**Run 1: placed cells, one color a class**

Scale bar: 20 um.
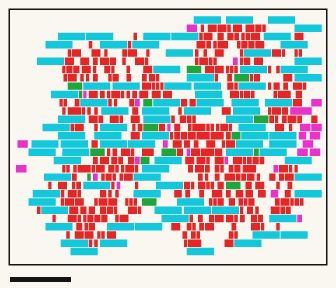
**Run 1: cells by drive strength**

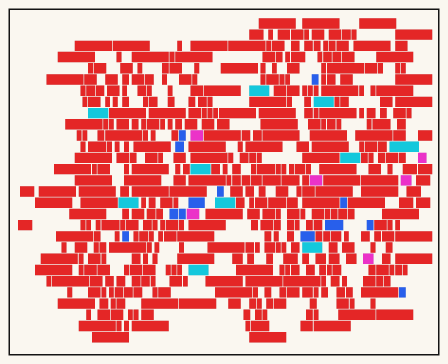
**Run 1: wiring heat map**

Scale bar: 20 um. 21 x 17 tiles, from dark purple (low) to yellow (high), scaled to the fullest tile. Values are wire area over tile area, all layers added.
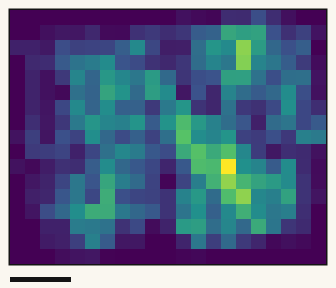
==> config.mk <==
export PLATFORM = sky130hd
export DESIGN_NAME = user_input_conditioner_flat
export DESIGN_NICKNAME = d
export VERILOG_FILES = /design/src/rtl/user_input_conditioner_if.sv /design/src/rtl/user_input_conditioner.sv /design/src/flat_wrapper.sv
export SDC_FILE = /design/constraint.sdc
export NUM_CORES = 1
export LEC_CHECK = 0
export ABC_AREA = 0
export CAP_MARGIN = 10
export CORE_ASPECT_RATIO = 0.8
export CORE_UTILIZATION = 53
export CTS_CLUSTER_DIAMETER = 40
export DETAILED_ROUTE_END_ITERATION = 6
export GPL_TIMING_DRIVEN = 0
export PLACE_DENSITY = 0.81
export SLEW_MARGIN = 20
export SYNTH_ARGS = -nofsm -noshare
export SYNTH_HDL_FRONTEND = slang
export SYNTH_SLANG_ARGS = --single-unit
==> constraint.sdc <==
create_clock -name clock -period 8.3 [get_ports clock]
set_clock_uncertainty 0.05 [all_clocks]
set_input_delay 1.66 -clock clock [delete_from_list [all_inputs] [get_ports clock]]
set_output_delay 1.66 -clock clock [all_outputs]
set_load 0.01 [all_outputs]
==> results.txt, run 1 <==
impl run done, here's what came out: status complete, no violations, prevailing post-synth register cell dfrtp_1, fp_density 55.1%, Avg Vias per Cell 5.61, top power group registers, Commonest cells post-synth dfrtp_1 (89), nor2_1 (77), nand2_1 (51), nand3_1 (33), xnor2_1 (29), Largest delay share family, worst path buffers and inverters, cell count after synthesis 462, I/O pins 11, Final HPWL DP 5720 um, Area-dominant class registers, root buffer cell clkbuf_8, sequential area share after synthesis 50.6%, H-tree depth 3, Fmax achieved 327 MHz, # clk buffers 11, DR WL/cell 13.7 um, Worst Setup Start Kind flop, Post-Syn Area 4400 sq um, met2 wire len 3770 um, DRC Markers 0, CTS tree yes, clk_lat worst skew 0.35 ns, fin area 4820 sq um, max_slew headroom 51.2%, WP buf/inv 2, combinational share of power 3.4%, Flop area 2230 sq um, Inverters excl. clock 15, Combinational Gates 344, clock sink count 89, max-cap violations 0, die area 8670 sq um, GR met2 Demand/Resource 31.6%
## Picture notes: 'placed cells, one color a class'
- flops: cyan (cells 89)
- clock drivers and dummy loads: green (cells 15)
- combinational and other logic: red (cells 359)
- other buffers and delay cells: magenta (cells 25)
final core utilization: 60.4%
register share of the cell area: 46.2%
Core ar.: 7980 sq um

## Picture notes: 'cells by drive strength'
- _0 and _1 cells: red (cells 459; share 94%)
- _2 cells: blue (cells 13; share 2.7%)
- _6 and larger: cyan (cells 10; share 2.0%)
- _3 and _4 cells: magenta (cells 6; share 1.2%)
Non-clk bufs: 25
worst setup margin: 5.24 ns

## Picture notes: 'wiring heat map'
- mean over tiles: 0.15
- nearly empty tiles: 15%
- tiles over half the peak: 13%
- densest ninth of the die: middle
GRT Total Usage: 20.9%
aggregate routed wire length: 8160 um

**Run 1: nets reached from selected ports**

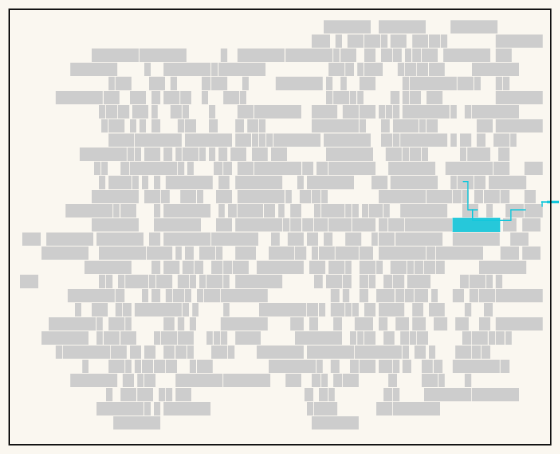

## Run 2: what changed since run 1
--- a/config.mk
+++ b/config.mk
@@ -12,7 +12,7 @@
 export CTS_CLUSTER_DIAMETER = 40
 export DETAILED_ROUTE_END_ITERATION = 6
 export GPL_TIMING_DRIVEN = 0
-export PLACE_DENSITY = 0.81
+export PLACE_DENSITY = 0.84
 export SLEW_MARGIN = 20
 export SYNTH_ARGS = -nofsm -noshare
 export SYNTH_HDL_FRONTEND = slang
==> constraint.sdc (replaced) <==
create_clock -name clock -period 2.6 [get_ports clock]
set_clock_uncertainty 0.05 [all_clocks]
set_input_delay 0.52 -clock clock [delete_from_list [all_inputs] [get_ports clock]]
set_output_delay 0.52 -clock clock [all_outputs]
set_load 0.01 [all_outputs]
**Run 2: nets reached from selected ports**

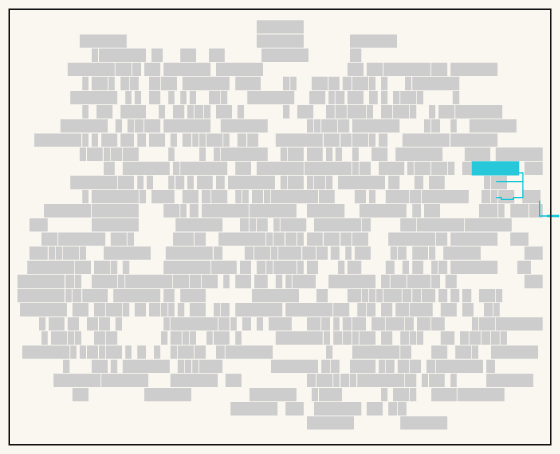
- bus_button_level: cyan (bits 1; direction output; edge right; end cells 1; wire 21.0 um)
I/O pins: 11
Buffers on Ports: 10

==> run 2 against run 1 <==
  * Sequential share of layout area down 0.51 points
  * Critical path type is now flop to flop
  * Synthesized area unchanged
  * Cell count up 0.34%
  * Cell area up 1.1%
  * Sequential power rose to 3.2 times the previous value
  * Combinational power grew to 3.4 times the previous value
  * First-iteration DRC count fell by 15%
  * Critical endpoint is now u_core.bus.paddle_step_down
  * Clock power rose to 3.6 times the previous value
  * Worst setup slack got worse by 4.9 ns
  * Core utilization increased by 0.67 points
  * Worst hold slack lost 0.00070 ns
  * Count of clock-buffer cells in the layout did not move
==> results.txt, run 2 <==
impl run done, here's what came out: Post-Syn Area 4400 sq um, top power group registers, clk_lat worst skew 0.37 ns, worst setup margin 0.318 ns, WP buf/inv 0, GR met2 Demand/Resource 34.5%, Inverters excl. clock 15, Commonest cells post-synth dfrtp_1 (89), nor2_1 (77), nand2_1 (51), nand3_1 (33), xnor2_1 (29), status complete, no violations, max_slew headroom 53.0%, fp_density 55.1%, Fmax achieved 438 MHz, Avg Vias per Cell 5.55, max-cap violations 0, combinational share of power 3.4%, Non-clk bufs 26, Flop area 2230 sq um, DRC Markers 0, Combinational Gates 344, setup slack, reg-to-reg 0.32 ns, H-tree depth 3, Adder Area Share 2.27%, Core ar. 7980 sq um, clock sink count 89, Final HPWL DP 5770 um, prevailing post-synth register cell dfrtp_1, root buffer cell clkbuf_8, final hold slack 0.304 ns, DR WL/cell 14.2 um, Worst Setup Start Kind flop, die area 8670 sq um, CTS tree yes
**Run 2: placed cells, one color a class**

Scale bar: 20 um.
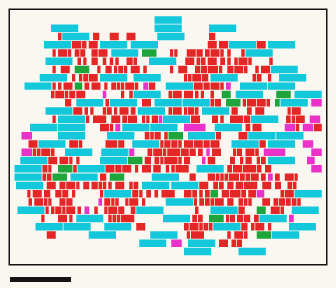
- clock drivers and dummy loads: green (cells 16)
- combinational and other logic: red (cells 359)
- other buffers and delay cells: magenta (cells 26)
- flops: cyan (cells 89)
# rows: 29
fin area: 4870 sq um
register share of the cell area: 45.7%
final core utilization: 61.1%

Power figures rest on the tool's default switching activity, not on a simulated workload.
